===== src/rtl/bcd_serial_add_ctrl_pkg.sv =====
// rtl/bcd_serial_add_ctrl_pkg.sv - shared FSM encoding and BCD constants for the serial BCD adder
package bcd_serial_add_ctrl_pkg;

    typedef enum logic [1:0] {
        S_IDLE = 2'd0,
        S_ADD  = 2'd1,
        S_FIN  = 2'd2
    } state_t;

    localparam logic [3:0] BCD_MAX  = 4'd9;
    localparam logic [3:0] BCD_CORR = 4'd6;

endpackage


===== src/rtl/bcd_serial_add_ctrl_if.sv =====
// rtl/bcd_serial_add_ctrl_if.sv - start/busy/done handshake and operand/result bus (optional macro BCD_SUB_EN adds sub)
interface bcd_serial_add_ctrl_if #(
    parameter int DIGITS = 4
);
    logic                  start;
    logic [4*DIGITS-1:0]   a;
    logic [4*DIGITS-1:0]   b;
`ifdef BCD_SUB_EN
    logic                  sub;
`endif
    logic                  busy;
    logic                  done;
    logic [4*DIGITS-1:0]   sum;
    logic                  carry_out;
    logic                  err;

    modport master (
        output start, a, b,
`ifdef BCD_SUB_EN
        output sub,
`endif
        input  busy, done, sum, carry_out, err
    );

    modport slave (
        input  start, a, b,
`ifdef BCD_SUB_EN
        input  sub,
`endif
        output busy, done, sum, carry_out, err
    );
endinterface


===== src/rtl/bcd_serial_add_ctrl_digit_add.sv =====
// rtl/bcd_serial_add_ctrl_digit_add.sv - single-digit BCD add with decimal correction (module bcd_digit_add)
module bcd_digit_add
    import bcd_serial_add_ctrl_pkg::*;
(
    input  logic [3:0] a_d,
    input  logic [3:0] b_d,
    input  logic       cin,
    output logic [3:0] s_d,
    output logic       cout,
    output logic       bad
);

    logic [4:0] t;

    // Binary add, then add 6 (mod 16) whenever the raw sum leaves the decimal range
    always_comb begin
        t    = {1'b0, a_d} + {1'b0, b_d} + {4'd0, cin};
        cout = (t > {1'b0, BCD_MAX});
        s_d  = cout ? (t[3:0] + BCD_CORR) : t[3:0];
        bad  = (a_d > BCD_MAX) | (b_d > BCD_MAX);
    end

endmodule


===== src/rtl/bcd_serial_add_ctrl.sv =====
// rtl/bcd_serial_add_ctrl.sv - digit-serial packed-BCD add controller, LSD first (optional macro BCD_SUB_EN)
module bcd_serial_add_ctrl
    import bcd_serial_add_ctrl_pkg::*;
#(
    parameter int DIGITS = 4,
    parameter int CNT_W  = 3
) (
    input  logic                   clk,
    input  logic                   rst,
    bcd_serial_add_ctrl_if.slave   bus
);

    localparam int W = 4 * DIGITS;
    localparam logic [CNT_W-1:0] LAST_CNT = CNT_W'(DIGITS - 1);

    state_t             state_q, state_d;
    logic [W-1:0]       a_q, a_d;
    logic [W-1:0]       b_q, b_d;
    logic [W-1:0]       sum_q, sum_d;
    logic [CNT_W-1:0]   cnt_q, cnt_d;
    logic               carry_q, carry_d;
    logic               busy_q, busy_d;
    logic               done_q, done_d;
    logic               cout_q, cout_d;
    logic               err_q, err_d;

    logic [3:0]         dig_b;
    logic [3:0]         dig_s;
    logic               dig_cout;
    logic               dig_bad;

`ifdef BCD_SUB_EN
    logic               sub_q, sub_d;

    // Subtraction feeds the nines complement of B; an out-of-range B digit
    // still lands outside 0..9 after complementing, so the adder's bad flag
    // reflects the original B digit.
    assign dig_b = sub_q ? (BCD_MAX - b_q[3:0]) : b_q[3:0];
`else
    assign dig_b = b_q[3:0];
`endif

    bcd_digit_add u_digit_add (
        .a_d  (a_q[3:0]),
        .b_d  (dig_b),
        .cin  (carry_q),
        .s_d  (dig_s),
        .cout (dig_cout),
        .bad  (dig_bad)
    );

    // Next-state and datapath sequencing: capture in IDLE, one digit per ADD cycle, publish in FIN
    always_comb begin
        state_d = state_q;
        a_d     = a_q;
        b_d     = b_q;
        sum_d   = sum_q;
        cnt_d   = cnt_q;
        carry_d = carry_q;
        busy_d  = busy_q;
        done_d  = 1'b0;
        cout_d  = cout_q;
        err_d   = err_q;
`ifdef BCD_SUB_EN
        sub_d   = sub_q;
`endif
        case (state_q)
            S_IDLE: begin
                if (bus.start) begin
                    a_d     = bus.a;
                    b_d     = bus.b;
                    sum_d   = '0;
                    cnt_d   = '0;
                    cout_d  = 1'b0;
                    err_d   = 1'b0;
                    busy_d  = 1'b1;
`ifdef BCD_SUB_EN
                    sub_d   = bus.sub;
                    carry_d = bus.sub;
`else
                    carry_d = 1'b0;
`endif
                    state_d = S_ADD;
                end
            end
            S_ADD: begin
                sum_d   = {dig_s, sum_q[W-1:4]};
                a_d     = {4'd0, a_q[W-1:4]};
                b_d     = {4'd0, b_q[W-1:4]};
                carry_d = dig_cout;
                err_d   = err_q | dig_bad;
                cnt_d   = cnt_q + 1'b1;
                if (cnt_q == LAST_CNT) begin
                    state_d = S_FIN;
                end
            end
            S_FIN: begin
                cout_d  = carry_q;
                busy_d  = 1'b0;
                done_d  = 1'b1;
                state_d = S_IDLE;
            end
            default: begin
                busy_d  = 1'b0;
                state_d = S_IDLE;
            end
        endcase
    end

    // State and datapath registers; reset abandons any operation in flight
    always_ff @(posedge clk or posedge rst) begin
        if (rst) begin
            state_q <= S_IDLE;
            a_q     <= '0;
            b_q     <= '0;
            sum_q   <= '0;
            cnt_q   <= '0;
            carry_q <= 1'b0;
            busy_q  <= 1'b0;
            done_q  <= 1'b0;
            cout_q  <= 1'b0;
            err_q   <= 1'b0;
`ifdef BCD_SUB_EN
            sub_q   <= 1'b0;
`endif
        end else begin
            state_q <= state_d;
            a_q     <= a_d;
            b_q     <= b_d;
            sum_q   <= sum_d;
            cnt_q   <= cnt_d;
            carry_q <= carry_d;
            busy_q  <= busy_d;
            done_q  <= done_d;
            cout_q  <= cout_d;
            err_q   <= err_d;
`ifdef BCD_SUB_EN
            sub_q   <= sub_d;
`endif
        end
    end

    assign bus.busy      = busy_q;
    assign bus.done      = done_q;
    assign bus.sum       = sum_q;
    assign bus.carry_out = cout_q;
    assign bus.err       = err_q;

endmodule


===== src/flat_wrapper.sv =====
// flat-port wrapper written by rule: the top's interface ports become plain ports
module bcd_serial_add_ctrl_flat import bcd_serial_add_ctrl_pkg::*;
#(
    parameter int DIGITS = 4,
    parameter int CNT_W  = 3
)
  (clk, rst, bus_start, bus_a, bus_b, bus_busy, bus_done, bus_sum, bus_carry_out, bus_err);
  bcd_serial_add_ctrl_if #(.DIGITS(DIGITS)) bus_i ();
  input  logic clk;
  input  logic rst;
  input wire logic [$bits(bus_i.start)-1:0] bus_start;
  input wire logic [$bits(bus_i.a)-1:0] bus_a;
  input wire logic [$bits(bus_i.b)-1:0] bus_b;
  output wire logic [$bits(bus_i.busy)-1:0] bus_busy;
  output wire logic [$bits(bus_i.done)-1:0] bus_done;
  output wire logic [$bits(bus_i.sum)-1:0] bus_sum;
  output wire logic [$bits(bus_i.carry_out)-1:0] bus_carry_out;
  output wire logic [$bits(bus_i.err)-1:0] bus_err;
  assign bus_i.start = bus_start;
  assign bus_i.a = bus_a;
  assign bus_i.b = bus_b;
  assign bus_busy = bus_i.busy;
  assign bus_done = bus_i.done;
  assign bus_sum = bus_i.sum;
  assign bus_carry_out = bus_i.carry_out;
  assign bus_err = bus_i.err;
  bcd_serial_add_ctrl #(.DIGITS(DIGITS), .CNT_W(CNT_W)) u_core (.clk(clk), .rst(rst), .bus(bus_i));
endmodule

===== config.mk =====
export PLATFORM = sky130hd
export DESIGN_NAME = bcd_serial_add_ctrl_flat
export DESIGN_NICKNAME = d
export VERILOG_FILES = /design/src/rtl/bcd_serial_add_ctrl_pkg.sv /design/src/rtl/bcd_serial_add_ctrl_if.sv /design/src/rtl/bcd_serial_add_ctrl_digit_add.sv /design/src/rtl/bcd_serial_add_ctrl.sv /design/src/flat_wrapper.sv
export SDC_FILE = /design/constraint.sdc
export NUM_CORES = 1
export LEC_CHECK = 0
export CELL_PAD_IN_SITES_DETAIL_PLACEMENT = 1
export CELL_PAD_IN_SITES_GLOBAL_PLACEMENT = 1
export CORE_MARGIN = 2
export CORE_UTILIZATION = 36
export CTS_BUF_LIST = sky130_fd_sc_hd__clkbuf_4
export DETAILED_ROUTE_END_ITERATION = 6
export PLACE_DENSITY_LB_ADDON = 0.08
export SLEW_MARGIN = 20
export SYNTH_ARGS = -nofsm -noshare
export SYNTH_HDL_FRONTEND = slang
export SYNTH_SLANG_ARGS = --single-unit

===== constraint.sdc =====
create_clock -name clk -period 2.68 [get_ports clk]
set_input_delay 0.804 -clock clk [delete_from_list [all_inputs] [get_ports clk]]
set_output_delay 0.804 -clock clk [all_outputs]
set_load 0.02 [all_outputs]

**Run 1: floorplan with the power grid**

The bar under the picture is 20 microns long. Pins as bars on the die edge. Tap cells in grey.
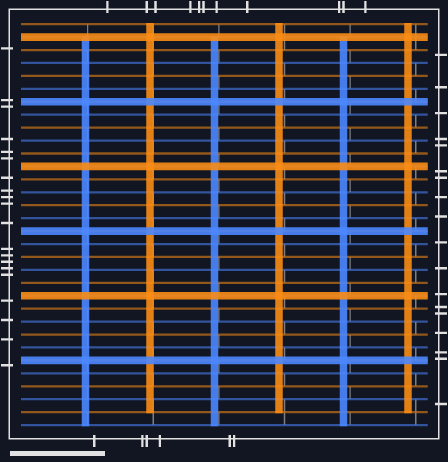
- blue: VSS
- orange: VDD
- met5 straps: 6
- signal pins: 55
- met1 rails: 32
- tap cells: 99
Die Ht: 90.0 microns
core area: 0.00721 sq mm
die outline width: 90.0 microns
Peak supply drop: 406 uV

**Run 1: placement by cell class**

The bar under the picture is 20 microns long.
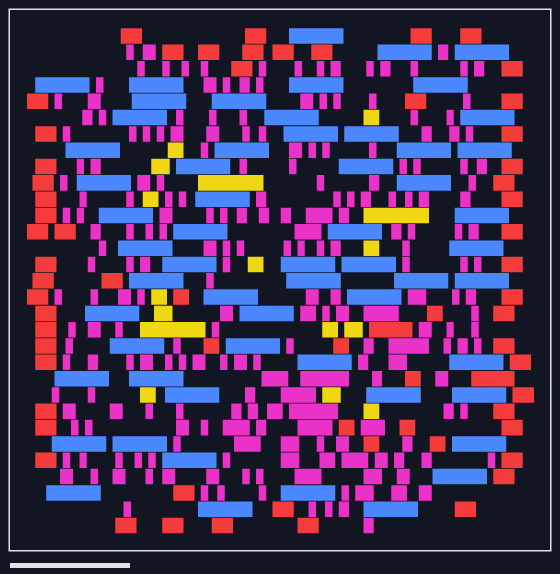
- blue: flip-flops (cells 58; share of their area 42%)
- red: other buffers and delay cells (cells 65; share of their area 19%)
- magenta: all other logic (cells 223; share of their area 34%)
- yellow: clock drivers and dummy loads (cells 16; share of their area 5.6%)
Seq area share: 40.5%
final design area excluding fillers: 0.00359 sq mm
Util after Layout: 49.7%
row count: 31

**Run 1: clock wires, drivers and flops**

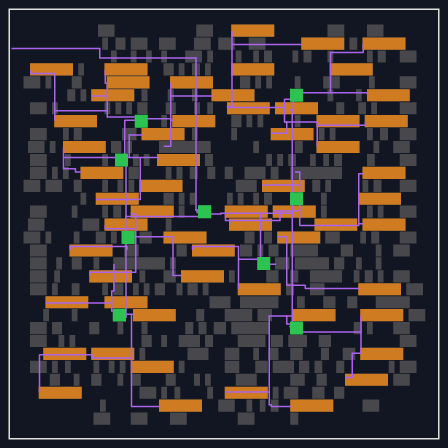
- orange: flip-flops (count 58)
- green: cells driving clock nets (count 9)
- purple: clock wires (length 794 microns)
- flops lie: widely spread
Clk power: 842 uW
Clk pwr share: 16.1%

**Run 1: metal layers overlaid**

The bar under the picture is 20 microns long. Only two layers are drawn.
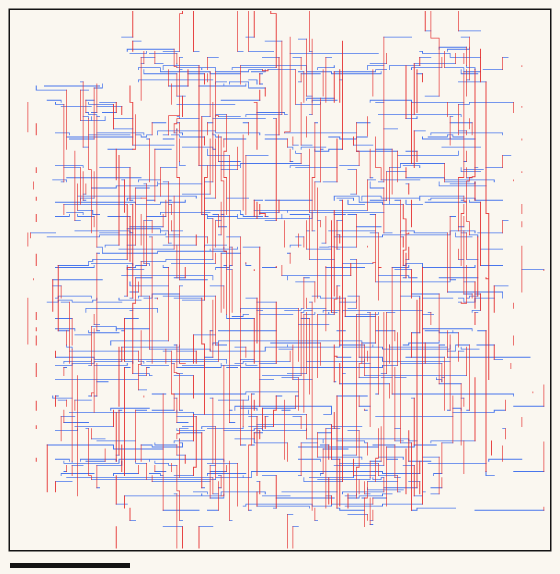
- red: met2 (wire length 3220 microns)
- blue: met1 (wire length 3140 microns)

[run 1: cell families (layout without fill, tap and decap cells)]
family          after synthesis  count (layout)
compound gates               47              47
fa+ha+maj                     8               8
xor+xnor                      3               3
buf+inv                      24              85
flops                        58              58
simple gates                161             161
[run 1: layer usage]
metal / up-vias / routed length, microns / global-route usage [%]
met3: 10 / 236 / 2.93
met1: 1114 / 3140 / 23.3
met5: - / 0 / 0
met4: 0 / 110 / 6.92
met2: 49 / 3220 / 27.9
li1: 1123 / - / -
[run 1: layout make-up]
type	instances	area, sq um	share of cell area (%)
flip-flops and latches	58	1450	40.5
multi-input cells	219	1150	32.2
repair buffers	65	648	18.1
clock inverters	7	125	3.49
well taps	99	124	3.45
clock buffers	9	67.6	1.88
inverters	4	15.0	0.419
==> changes_impl.md, run 1 <==
## Flow update

* Status: complete, no violations
* Die Size at 0.00810 sq mm
* Crit end category: flop
* CP Class: flop to flop
* Flop pwr share at 30.3%
* Seq. pwr at 1.58 mW
* Residual DRC at 0
* Worst-Skew Late Latency at 0.40 ns
* Post-synth ARST share at 100%
* Fin Clk Skew at 0.0145 ns
* Cell family with most CP delay: adder cells
* Simple share at 25.4%
* CTS clk-pin slew, worst paths at 0.11 ns
* Worst Max-Slew Pin Slew at 0.496 ns
* Dominant comb cell: simple AND/OR/NAND/NOR gates
* Final Hold Viols at 0
* Nets at 400
* Synth Seq Share at 54.5%
* Main power group: combinational cells
* Yosys adder share at 4.32%
* Synth Area per Inst at 8.85 sq um
* R2r worst-path depth at 9
* Setup Viol. Count Final at 0
* Antenna Cells at 0
* Clock Path Buffers at 2
* Area delta synth->final at 34.6%
* Post-route insts no fill at 461
* Worst setup endpoint: u_core.bus.sum[13]$_DFFE_PP0P_
* Final setup margin at 0.112 ns
* Yosys Warn Count at 0
* Switching power total at 2.24 mW
* Init Core Util at 36.9%
* Final ANT Viol Nets at 0
* Hold-fix buffers, CTS at 0
* Unrepaired setup endpoints after global routing: no
* Crit Path Max Fanout at 4
* Via/cell ratio at 4.98
* Yosys cell count at 301
* Library cells used by synthesis at 29
* TNS Setup at 0 ns
* Xor+xnor area frac at 0.986%
* Ports at 55
* Logic gate share of total power at 53.6%
* Crit-path slowest cell: fa_2
* Most common reg cell: dfrtp_1
* Fmax at 389 MHz
* GRT overflow at 0
* Critical Path RT at 2.96 ns
* Reg-to-Reg Start: u_core.a_q[0]$_DFFE_PP0P_
* GRT Total Usage at 17.3%
* Drt wl/cell at 14.5 microns
* Count leader, synth: nand2_1
* Dominant cell area share at 54.5%
* Worst Path Buf+Inv at 1
* Post-CTS setup buffers at 0
* Tightest Hold Check Type: flop to flop
* Max H-tree Level at 3
* Num CTS Buffers at 9
* Worst EP arrival at 2.84 ns
* Setup WS pre-CTS at -0.0806 ns
* Post-synthesis cell area at 0.00266 sq mm
* CTS tree: done
* Largest net degree at the start of global routing at 46
* Number of enable flip-flop cells at 0
* Synthesized instance count at 301
* Post-synth area hogs: dfrtp_1, nand2_1, a31oi_1, nand3_1, nor2_1
* Final worst path period share at 95.8%
* First-pass GRT wire length at 11.3 mm
* Fin crit period at 2.57 ns
* Cells after DPL at 445
* IO buf count at 54
* Total Wirelength at 6.70 mm
* Layout filler cell count at 854
* R2R Path End: u_core.bus.sum[13]$_DFFE_PP0P_
* Net count after synthesis at 344
* Hold EP: u_core.bus.sum[3]$_DFFE_PP0P_
* MUX share of area at 0%
* Share of layout cells above drive strength 1 at 10.8%
* Worst Setup SP: u_core.a_q[0]$_DFFE_PP0P_
* Most used cell, CP: fa_2
--- run 2 (diff from run 1) ---
--- a/config.mk
+++ b/config.mk
@@ -5,6 +5,7 @@
 export SDC_FILE = /design/constraint.sdc
 export NUM_CORES = 1
 export LEC_CHECK = 0
+export ABC_CLOCK_PERIOD_IN_PS = 2680
 export CELL_PAD_IN_SITES_DETAIL_PLACEMENT = 1
 export CELL_PAD_IN_SITES_GLOBAL_PLACEMENT = 1
 export CORE_MARGIN = 2
**Run 2: floorplan with the power grid**

The bar under the picture is 20 microns long. Pins as bars on the die edge. Tap cells in grey.
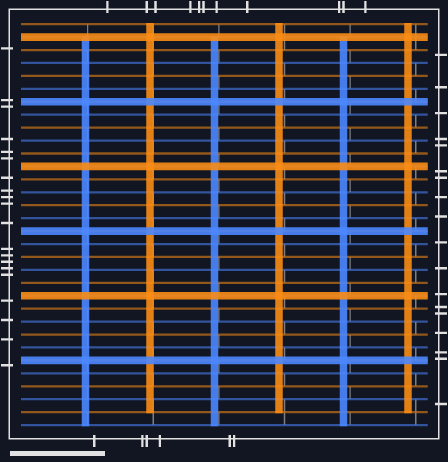
- orange: VDD
- blue: VSS
- met5 straps: 6
- met1 rails: 32
- met4 straps: 6
- rows: 31

**Run 2: placement by cell class**

The bar under the picture is 20 microns long.
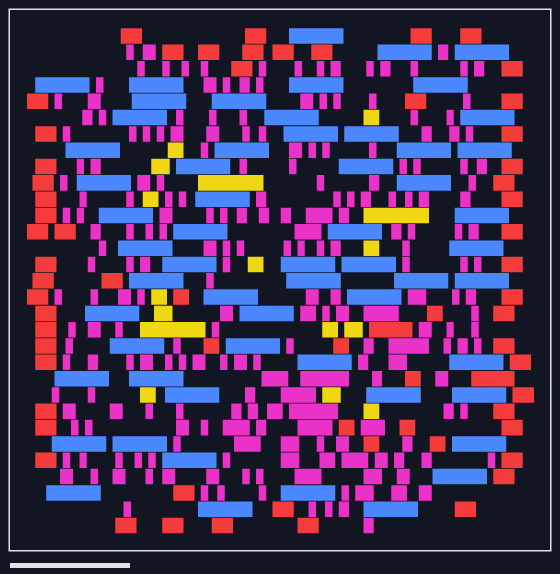
- blue: flip-flops (cells 58; share of their area 42%)
- yellow: clock drivers and dummy loads (cells 16; share of their area 5.6%)
- magenta: all other logic (cells 223; share of their area 34%)
- red: other buffers and delay cells (cells 65; share of their area 19%)

==> run 2 against run 1 <==
  * First-iteration DRC count unchanged
  * Global-route usage unchanged
  * Sequential power about the same
  * Largest power group unchanged
  * Critical path type unchanged
  * Critical endpoint unchanged
  * Register-to-register slack about the same
  * Cell count unchanged
  * Flip-flop count unchanged
  * Largest cell class unchanged
  * Count of clock-buffer cells in the layout unchanged
==> changes_impl.md, run 2 <==
## Flow update

* Status: complete, no violations (unchanged)
* Post-synth ARST share at 100% (unchanged)
* Clock Path Buffers at 2 (unchanged)
* Hold-fix buffers, CTS at 0 (unchanged)
* Residual DRC at 0 (unchanged)
* Setup WS pre-CTS at -0.0806 ns (unchanged)
* Worst Max-Slew Pin Slew at 0.496 ns (unchanged)
* Die outline width at 90.0 microns (unchanged)
* Logic gate share of total power at 53.6% (about the same)
* GRT Total Usage at 17.3% (unchanged)
* Biggest Area Class: sequential cells (unchanged)
* CTS tree: done (unchanged)
* Critical Path RT at 2.96 ns (about the same)
* Comb gate area at 0.00115 sq mm (unchanged)
* Fin Clk Skew at 0.0145 ns (unchanged)
* Final Hold Viols at 0 (unchanged)
* Seq_cells at 58 (unchanged)
* Largest net degree at the start of global routing at 46 (unchanged)
* Init Core Util at 36.9% (unchanged)
* Xor+xnor area frac at 0.986% (unchanged)
* Clk power at 842 uW (about the same)
* Area delta synth->final at 34.6% (unchanged)
* Layout non-clock buf frac at 18.1% (unchanged)
* Seq area share at 40.5% (unchanged)
* Most common reg cell: dfrtp_1 (unchanged)
* MUX share of area at 0% (unchanged)
* Setup Viol. Count Final at 0 (unchanged)
* Reg-to-Reg Start: u_core.a_q[0]$_DFFE_PP0P_ (unchanged)
* Num CTS Buffers at 9 (unchanged)
* IO buf count at 54 (unchanged)
* Crit end category: flop (unchanged)
* Synthesized instance count at 301 (unchanged)
* Worst-Skew Late Latency at 0.40 ns (about the same)
* Unrepaired setup endpoints after global routing: no (unchanged)
* Via/cell ratio at 4.98 (unchanged)
* Final design area excluding fillers at 0.00359 sq mm (unchanged)
* Cells after DPL at 445 (unchanged)
* Yosys adder share at 4.32% (unchanged)
* Worst Path Buf+Inv at 1 (unchanged)
* Tightest Hold Check Type: flop to flop (unchanged)
* Total Wirelength at 6.70 mm (unchanged)
* Library cells used by synthesis at 29 (unchanged)
* Fmax at 389 MHz (unchanged)
* Yosys cell count at 301 (unchanged)
* Fin crit period at 2.57 ns (unchanged)
* Final setup margin at 0.112 ns (unchanged)
* Crit-path slowest cell: fa_2 (unchanged)
* Main power group: combinational cells (unchanged)
* Count leader, synth: nand2_1 (unchanged)
* Yosys Warn Count at 0 (unchanged)
* Hold EP: u_core.bus.sum[3]$_DFFE_PP0P_ (unchanged)
* CTS clk-pin slew, worst paths at 0.11 ns (about the same)
* Drt wl/cell at 14.5 microns (unchanged)
* Max H-tree Level at 3 (unchanged)
* Area fraction of clock buffers and clock inverters at 5.37% (unchanged)
* Synth Area per Inst at 8.85 sq um (unchanged)
* Post-synth area hogs: dfrtp_1, nand2_1, a31oi_1, nand3_1, nor2_1 (unchanged)
* Die Size at 0.00810 sq mm (unchanged)
* Multi-input gates at 219 (unchanged)
* R2r worst-path depth at 9 (unchanged)
run 2: cell counts in the layout (fill, tap and decap cells not counted):
No cell type changed its count.
run 2: routing by layer:
| layer | routed length, microns | track usage (%) | up-vias |
|---|---|---|---|
| li1 | - | - | 1123 |
| met1 | 3140 | 23.3 | 1114 |
| met2 | 3220 | 27.9 | 49 |
| met3 | 236 | 2.93 | 10 |
| met4 | 110 | 6.92 | 0 |
| met5 | 0 | 0 | - |
run 2: timing repair:
| item | in CTS | in global routing |
|---|---|---|
| endpoints found under the setup margin | 3 | 2 |
| hold endpoints to repair | 0 | 0 |
| pin swaps | 0 | 4 |
| gates resized | 4 | 5 |
| setup buffers | 0 | 0 |
run 2: worst min-delay path, stage by stage (launching register included):
cell	delay [ns]
dfrtp_1	0.36
nand3_1	0.07
nand2_1	0.06
Power is estimated from default activity; no workload was simulated.
